File: config.mk
export PLATFORM = sky130hd
export DESIGN_NAME = n64_command_transmitter
export DESIGN_NICKNAME = d
export VERILOG_FILES = /design/src/rtl/n64_command_transmitter.sv
export SDC_FILE = /design/constraint.sdc
export NUM_CORES = 1
export LEC_CHECK = 0
export ABC_AREA = 1
export CORE_AREA = 2 2 78 80
export DETAILED_ROUTE_END_ITERATION = 6
export DIE_AREA = 0 0 80 82
export HOLD_SLACK_MARGIN = 0.03
export MAX_ROUTING_LAYER = met4
export PLACE_DENSITY_LB_ADDON = 0.25
export SYNTH_ARGS = -nofsm -noshare
export SYNTH_HDL_FRONTEND = slang
export SYNTH_SLANG_ARGS = --single-unit
File: constraint.sdc
create_clock -name clock -period 4.7 [get_ports clock]
set_input_delay 1.41 -clock clock [delete_from_list [all_inputs] [get_ports clock]]
set_output_delay 1.41 -clock clock [all_outputs]
set_load 0.05 [all_outputs]
File: src/rtl/n64_command_transmitter.sv
// Host-to-controller half of the N64 single-wire protocol: waits for a guard
// interval of idle-high line, sends one MSB-first command byte plus stop bit, then enables the reader.
module n64_command_transmitter #(
   parameter int US_CYCLES = 100,
   parameter int GUARD_US  = 8
) (
   input  logic       clock,
   input  logic       resetn,
   input  logic       start,
   input  logic [7:0] cmd_byte,
   input  logic       line_in,
   output logic       line_oe,
   output logic       busy,
   output logic       done,
   output logic       rx_enable
);

   localparam int GUARD_N = GUARD_US * US_CYCLES;
   localparam int PH_W    = $clog2(3 * US_CYCLES + 1);
   localparam int G_W     = $clog2(GUARD_N + 1);

   localparam logic [2:0] IDLE     = 3'd0;
   localparam logic [2:0] GUARD    = 3'd1;
   localparam logic [2:0] BIT_LOW  = 3'd2;
   localparam logic [2:0] BIT_HIGH = 3'd3;
   localparam logic [2:0] STOP_LOW = 3'd4;

   localparam logic [PH_W-1:0] SHORT_LAST = PH_W'(US_CYCLES - 1);
   localparam logic [PH_W-1:0] LONG_LAST  = PH_W'(3 * US_CYCLES - 1);
   localparam logic [G_W-1:0]  GUARD_LAST = G_W'(GUARD_N - 1);
   localparam logic [G_W-1:0]  GUARD_FULL = G_W'(GUARD_N);

   logic [2:0]      state;
   logic [7:0]      cmd_reg;
   logic [2:0]      bit_idx;
   logic [PH_W-1:0] phase;
   logic [G_W-1:0]  guard_cnt;
   logic            line_meta;
   logic            line_sync;
   logic            cur_bit;
   logic [PH_W-1:0] low_last;
   logic [PH_W-1:0] high_last;

   // A 0 bit is 3 us low / 1 us high, a 1 bit is 1 us low / 3 us high.
   assign cur_bit   = cmd_reg[bit_idx];
   assign low_last  = cur_bit ? SHORT_LAST : LONG_LAST;
   assign high_last = cur_bit ? LONG_LAST  : SHORT_LAST;

   // NOTE: the synchroniser resets to 0 so the line must be proven idle after
   // reset before the guard count can advance.
   always_ff @(posedge clock or negedge resetn) begin
      if (!resetn) begin
         line_meta <= 1'b0;
         line_sync <= 1'b0;
      end else begin
         line_meta <= line_in;
         line_sync <= line_meta;
      end
   end

   // NOTE: all state here uses non-blocking assignments so every branch sees
   // the pre-edge values of phase, bit_idx and guard_cnt.
   always_ff @(posedge clock or negedge resetn) begin
      if (!resetn) begin
         state     <= IDLE;
         cmd_reg   <= 8'h00;
         bit_idx   <= 3'd0;
         phase     <= '0;
         guard_cnt <= '0;
         line_oe   <= 1'b0;
         busy      <= 1'b0;
         done      <= 1'b0;
         rx_enable <= 1'b0;
      end else begin
         done <= 1'b0;
         case (state)
            IDLE: begin
               if (start) begin
                  cmd_reg   <= cmd_byte;
                  bit_idx   <= 3'd7;
                  rx_enable <= 1'b0;
                  busy      <= 1'b1;
                  guard_cnt <= '0;
                  phase     <= '0;
                  state     <= GUARD;
               end
            end

            GUARD: begin
               if (!line_sync) begin
                  guard_cnt <= '0;
               end else if (guard_cnt >= GUARD_LAST) begin
                  guard_cnt <= GUARD_FULL;
                  phase     <= '0;
                  line_oe   <= 1'b1;
                  state     <= BIT_LOW;
               end else begin
                  guard_cnt <= guard_cnt + G_W'(1);
               end
            end

            BIT_LOW: begin
               if (phase == low_last) begin
                  phase   <= '0;
                  line_oe <= 1'b0;
                  state   <= BIT_HIGH;
               end else begin
                  phase <= phase + PH_W'(1);
               end
            end

            BIT_HIGH: begin
               if (phase == high_last) begin
                  phase   <= '0;
                  line_oe <= 1'b1;
                  if (bit_idx != 3'd0) begin
                     bit_idx <= bit_idx - 3'd1;
                     state   <= BIT_LOW;
                  end else begin
                     state <= STOP_LOW;
                  end
               end else begin
                  phase <= phase + PH_W'(1);
               end
            end

            STOP_LOW: begin
               if (phase == SHORT_LAST) begin
                  phase     <= '0;
                  line_oe   <= 1'b0;
                  busy      <= 1'b0;
                  done      <= 1'b1;
                  rx_enable <= 1'b1;
                  state     <= IDLE;
               end else begin
                  phase <= phase + PH_W'(1);
               end
            end

            default: begin
               line_oe <= 1'b0;
               busy    <= 1'b0;
               state   <= IDLE;
            end
         endcase
      end
   end

endmodule

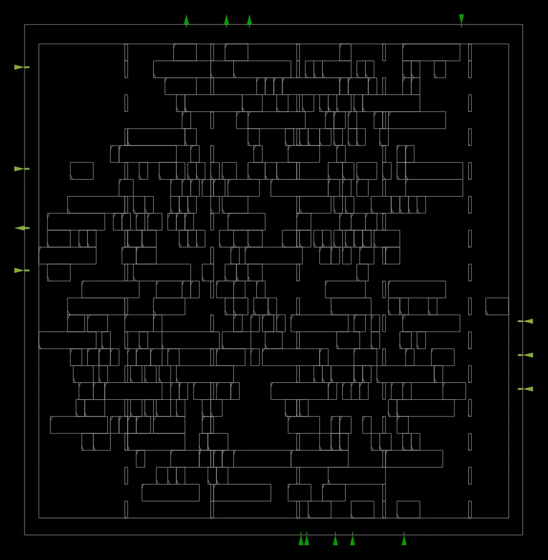
Fig. 1. Cell placement (run 1).
core area: 5750 um2
Core Util, Final: 0.441
flip-flops: 39

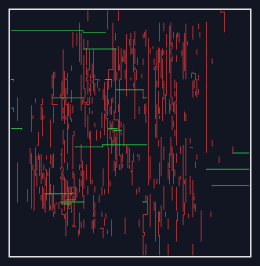
Fig. 2. Signal wires by layer (run 1).
(3 px per um) Only two layers are drawn.
| layer | colour | wire length |
|---|---|---|
| metal 2 | red | 2030 um |
| metal 3 | green | 156 um |
Post-Route WL: 4340 um
WL/cell: 11.6 um
vias post-DR: 1853
GRT Total Usage: 0.152

==> run_results.csv, run 1 <==
group,metric,value,unit
global_routing,antenna_found_initial,0,
worst_setup_path,reg2regPathDepth,10,
clock_network,postCtsSetupRepairBufs,0,
timing,fin_skew,0.0120,ns
clock_network,clock_latency,0.30,ns
global_routing,grt_pass1_wl,7570,um
power,worst_ir_drop_vdd,0.000266,V
min_path,hold_path_class,"flip-flop to flip-flop",
clock_network,cts_sinks,39,
place,place_area,2430,um2
place,gp_congestion,0.847,
power,p_leak,1.17,nW
worst_setup_path,r2r_end,"phase[4]$_DFFE_PN0P_",
final_layout,layout.nets,315,
clock_network,cts_buffers,5,
worst_setup_path,crit_top_cell,"a21oi_1",
logic_synthesis,synth-edff-count,0,
place,pre_cts_slack,1.37,ns
routing,dr.pass1.iters,4,
run_status,outcome,"finished clean",
power,finalPower,1.39,mW
worst_setup_path,worstPathRequired,4.89,ns
min_path,holdPathStages,0,
job,maxCapViolations,0,
logic_synthesis,ys_warn_count,0,
timing,hold_viol_final,0,
timing,maxSlewViolCount,0,
worst_setup_path,endpoint_kind,"flip-flop",
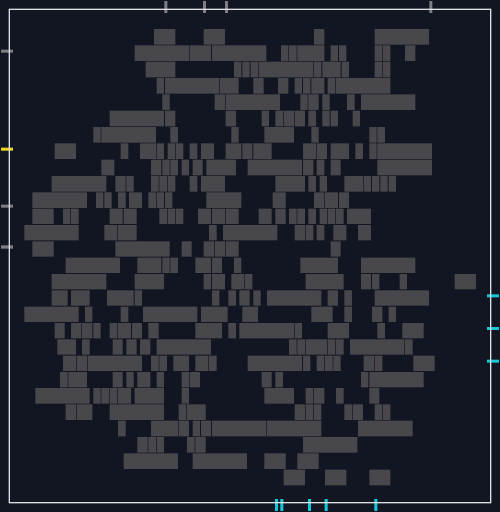
Fig. 3. Ports around the boundary (run 1).
(6 px per um) Pins as bars across the die edge, other pins in grey.
| port | colour | pins | direction | edge |
|---|---|---|---|---|
| `cmd_byte` | cyan | 8 | input | 5 south, 3 east |
| `start` | yellow | 1 | input | west |
Die Wd: 80 um
Die Y-Extent: 82 um
Port Buffers: 15

## run 1: layer usage
metal | up-vias | share of wire | track usage
met5 | - | 0 | -
met4 | 0 | 0.015 | 0.0508
met3 | 7 | 0.036 | 0.0352
met2 | 28 | 0.47 | 0.243
met1 | 867 | 0.48 | 0.191
li1 | 951 | - | -
## run 1: cell type report
type,count,area [um2]
sequential,39,976
fill,616,3210
clock buffer,7,96.3
clock inverter,1,7.51
timing repair buffer,15,145
tap,75,93.8
inverter,41,154
multi-input combinational,197,1060
## run 1: cells by family (layout without fill, tap and decap cells)
logic type	after synthesis	after routing	synth area share
adders and majority gates	4	4	0.0228
and+or+nand+nor	145	145	0.319
DFF	39	39	0.445
AOI/OAI and AO/OA	42	42	0.118
buffers and inverters	42	64	0.0718
xor gates and xnor gates	6	6	0.0239
## run 1: synth_stat cells (2+ instances only)
library cell / instances / area [um2]
nand2_1: 73 / 274
dfrtp_1: 39 / 976
inv_1: 39 / 146
nor2_1: 19 / 71.3
o21ai_0: 18 / 90.1
nand3_1: 13 / 65.1
nand4_1: 10 / 62.6
nor3_1: 9 / 45.0
nand2_2: 8 / 50.1
a21oi_1: 7 / 35.0
xor2_1: 5 / 43.8
ha_1: 4 / 50.1
o21ai_1: 4 / 20.0
nand3_2: 3 / 30.0
nor2_2: 3 / 18.8
nand2_4: 2 / 22.5
nand3_4: 2 / 35.0
o21a_1: 2 / 15.0
o311ai_0: 2 / 17.5
o31ai_1: 2 / 15.0
## run 1: power by group
group	total [mW]	leakage [nW]	switching (mW)	internal, mW
Sequential	0.524	0.498	0.0845	0.439
Combinational	0.605	0.621	0.390	0.215
Clock	0.257	0.0505	0.124	0.134
Total	1.39	1.17	0.598	0.788
## run 1: critical path: cells and delay by family
family	cells	cell delay, ns
compound gates	2	0.23
buf+inv	3	0.99
simple gates	2	0.55
## Run 2: what changed since run 1
clock period = 2.94 ns   (was 4.7 ns; I/O delays follow)
==> run 2 against run 1 <==
Effect of this change: core utilization rose by 0.37 points; clock power is 81% higher; non-clock buffer count increased by 1; first-iteration DRC count fell by 14%; critical path type is now flip-flop to output port; synthesized cell count unchanged.
==> run_results.csv, run 2 <==
group,metric,value,unit
run_status,outcome,"finished clean",
floorplanning,die_h,82,um
logic_synthesis,synthTopCellsByArea,"dfrtp_1 (44%), nand2_1 (12%), inv_1 (6.7%)",
power,finalPower,2.28,mW
global_routing,grt_usage,0.152,
final_layout,layout.nets,316,
worst_setup_path,crit_buf_inv,1,
logic_synthesis,xor_area_frac,0.0239,
logic_synthesis,mux_share,0,
clock_network,cts_buffers,5,
routing,routed_wirelength,4380,um
logic_synthesis,synth.top_cell.area_share,0.445,
place,gp_congestion,0.849,
logic_synthesis,synthTopCellsByCount,"nand2_1 (73), dfrtp_1 (39), inv_1 (39)",
routing,dr.pass1.iters,4,
logic_synthesis,synth-compound-area-share,0.118,
final_layout,n_fill_cell,601,
min_path,hold_path_class,"flip-flop to flip-flop",
min_path,holdPathStages,0,
job,maxCapViolations,0,
logic_synthesis,largest_area_cell,"dfrtp_1",
global_routing,use_met2,0.244,
routing,route.met3.wl,136,um
power,worst_ir_drop_vdd,0.000462,V
global_routing,grt_pass1_wl,7670,um
worst_setup_path,reg2regPathDepth,10,
clock_network,cts_sinks,39,
logic_synthesis,synth-edff-count,0,
floorplanning,die_w,80,um
logic_synthesis,ys_warn_count,0,
logic_synthesis,ys_top_logic_family,"simple AND/OR/NAND/NOR gates",
==> run 2: layout make-up <==
class | count | area [um2] | share of cell area
clock inverter | 2 | 35.0 | 0.0137
sequential | 39 | 976 | 0.382
tap | 75 | 93.8 | 0.0367
inverter | 41 | 154 | 0.0602
clock buffer | 6 | 82.6 | 0.0323
timing repair buffer | 16 | 153 | 0.0597
multi-input combinational | 197 | 1060 | 0.415
==> run 2: report_power, final <==
| part | switching, mW | total, mW | leakage, nW | internal [mW] |
|---|---|---|---|---|
| combinational | 0.628 | 0.973 | 0.626 | 0.346 |
| clock | 0.190 | 0.465 | 0.0612 | 0.275 |
| sequential | 0.135 | 0.837 | 0.498 | 0.702 |
| total | 0.953 | 2.28 | 1.19 | 1.32 |
==> run 2: per-stage QoR <==
step           setup slack, ns   util  instances  instance area, um2
3_5_place_dp             0.523  0.424        368                2440
2_1_floorplan             1.09      -        278                2190
3_3_place_gp             0.584  0.424        368                2440
5_1_grt                  0.561  0.445        376                2550
6_report                 0.601  0.445        376                2550
4_1_cts                  0.589  0.445        376                2550
==> run 2: cell families after synthesis <==
group | count (synthesis)
buffers and inverters | 42
DFF | 39
adders and majority gates | 4
AOI/OAI and AO/OA | 42
xor gates and xnor gates | 6
and+or+nand+nor | 145
==> run 2: worst max path at each step <==
stage,startpoint,to,slack (ns),cells after the start
5_1_grt,rx_enable$_DFFE_PN0P_,rx_enable,0.56,1
3_3_place_gp,start,guard_cnt[4]$_DFFE_PN0P_,0.58,7
6_report,rx_enable$_DFFE_PN0P_,rx_enable,0.60,1
2_1_floorplan,start,bit_idx[1]$_DFFE_PN0P_,1.09,6
3_5_place_dp,start,guard_cnt[4]$_DFFE_PN0P_,0.52,7
4_1_cts,rx_enable$_DFFE_PN0P_,rx_enable,0.59,1
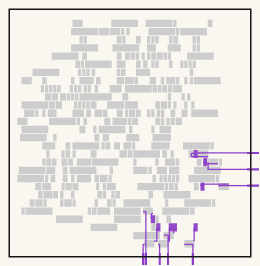
Fig. 4. I/O nets highlighted (run 2).
(3 px per um)
| port | colour | direction | edge | end cells | buffers | wire |
|---|---|---|---|---|---|---|
| `cmd_byte` | purple | input | 5 south, 3 east | 8 | 8 | 121 um |
Top Ports: 16

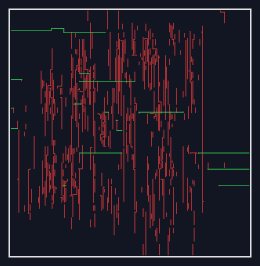
Fig. 5. Signal wires by layer (run 2).
(3 px per um) Only two layers are drawn.
| layer | colour | wire length |
|---|---|---|
| metal 2 | red | 2070 um |
| metal 3 | green | 136 um |

## Run 3: what changed since run 2
clock period = 2.45 ns   (was 2.94 ns; I/O delays follow)
==> run 3 against run 2 <==
Effect of this change: global-route usage shrank 0.32 points; clock power about the same; die size unchanged; synthesized cell count unchanged; combinational power up about 20%; worst hold slack improved by 0.0069 ns; final cell count increased by 0.27%; critical path depth unchanged; non-clock buffer count grew 1; flip-flop count is the same; sequential share of layout area rose by 0.17 points; first-iteration DRC count decreased by 0.98%; critical endpoint unchanged; highest routed layer unchanged.
==> run_results.csv, run 3 <==
group,metric,value,unit
place,placed_cells,369,
place,place_area,2440,um2
logic_synthesis,largest_area_cell,"dfrtp_1",
final_layout,final_area,2540,um2
timing,fin_ws,0.272,ns
floorplanning,die_h,82,um
floorplanning,die_w,80,um
final_layout,final_core_util,0.443,
place,pre_cts_slack,0.167,ns
job,maxCapViolations,0,
logic_synthesis,xor_area_frac,0.0239,
logic_synthesis,synthTopCellsByCount,"nand2_1 (73), dfrtp_1 (39), inv_1 (39)",
power,worst_ir_drop_vdd,0.000533,V
logic_synthesis,synthTopCellsByArea,"dfrtp_1 (44%), nand2_1 (12%), inv_1 (6.7%)",
logic_synthesis,synth-compound-area-share,0.118,
logic_synthesis,ys_warn_count,0,
logic_synthesis,synth.top_cell.area_share,0.445,
run_status,outcome,"finished clean",
floorplanning,io_pins,16,
routing,dr.pass1.iters,4,
## run 3: cell counts after synthesis
Identical to the previous run, type by type.
## run 3: worst paths after layout
check	start	endpoint	slack [ns]	depth (start not counted)
min reg2reg	line_meta$_DFF_PN0_	line_sync$_DFF_PN0_	0.37	0
max reg2reg	guard_cnt[0]$_DFFE_PN0P_	phase[4]$_DFFE_PN0P_	0.45	10
max in group asynchronous	resetn	phase[8]$_DFFE_PN0P_	1.59	2
min in group asynchronous	resetn	phase[0]$_DFFE_PN0P_	0.49	2
min	line_meta$_DFF_PN0_	line_sync$_DFF_PN0_	0.37	0
max	rx_enable$_DFFE_PN0P_	rx_enable	0.27	1
## run 3: per-layer routing
layer | vias up | track usage | part of all wire
li1 | 953 | - | -
met1 | 874 | 0.182 | 0.49
met2 | 26 | 0.240 | 0.47
met3 | 8 | 0.0352 | 0.032
met4 | 0 | 0.0542 | 0.014
met5 | - | - | 0
## run 3: power breakdown
| group | total [mW] | internal (mW) | switching, mW |
|---|---|---|---|
| Sequential | 1.00 | 0.843 | 0.162 |
| Clock | 0.463 | 0.230 | 0.233 |
| Combinational | 1.17 | 0.416 | 0.754 |
## run 3: kinds of logic after synthesis
| logic type | Yosys count |
|---|---|
| flip-flops | 39 |
| AND/OR/NAND/NOR | 145 |
| XOR/XNOR | 6 |
| AND-OR/OR-AND | 42 |
| adder cells (fa/ha/maj) | 4 |
| buffers and inverters | 42 |
## run 3: cell type report
cell class              count  area, um2  area share
well taps                  75       93.8      0.0369
flip-flops and latches     39        976       0.384
clock inverters             2       16.3     0.00639
repair buffers             17        160      0.0630
clock buffers               6       82.6      0.0325
multi-input cells         197       1060       0.417
inverters                  41        154      0.0605
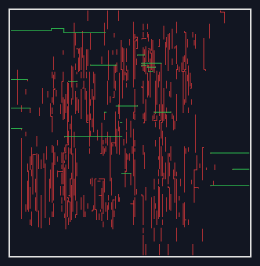
Fig. 6. Signal wires by layer (run 3).
(3 px per um) Only two layers are drawn.
| layer | colour | wire length |
|---|---|---|
| metal 2 | red | 2000 um |
| metal 3 | green | 140 um |

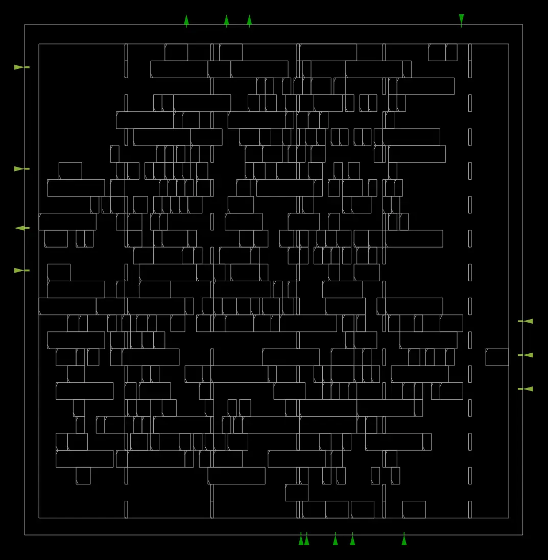
Fig. 7. Cell placement (run 3).
fraction of area in registers: 0.384
row count: 28
Layout Cells excl Fill: 377
FILL cells: 601

No activity file was given, so power comes from the tool's default toggle rates.
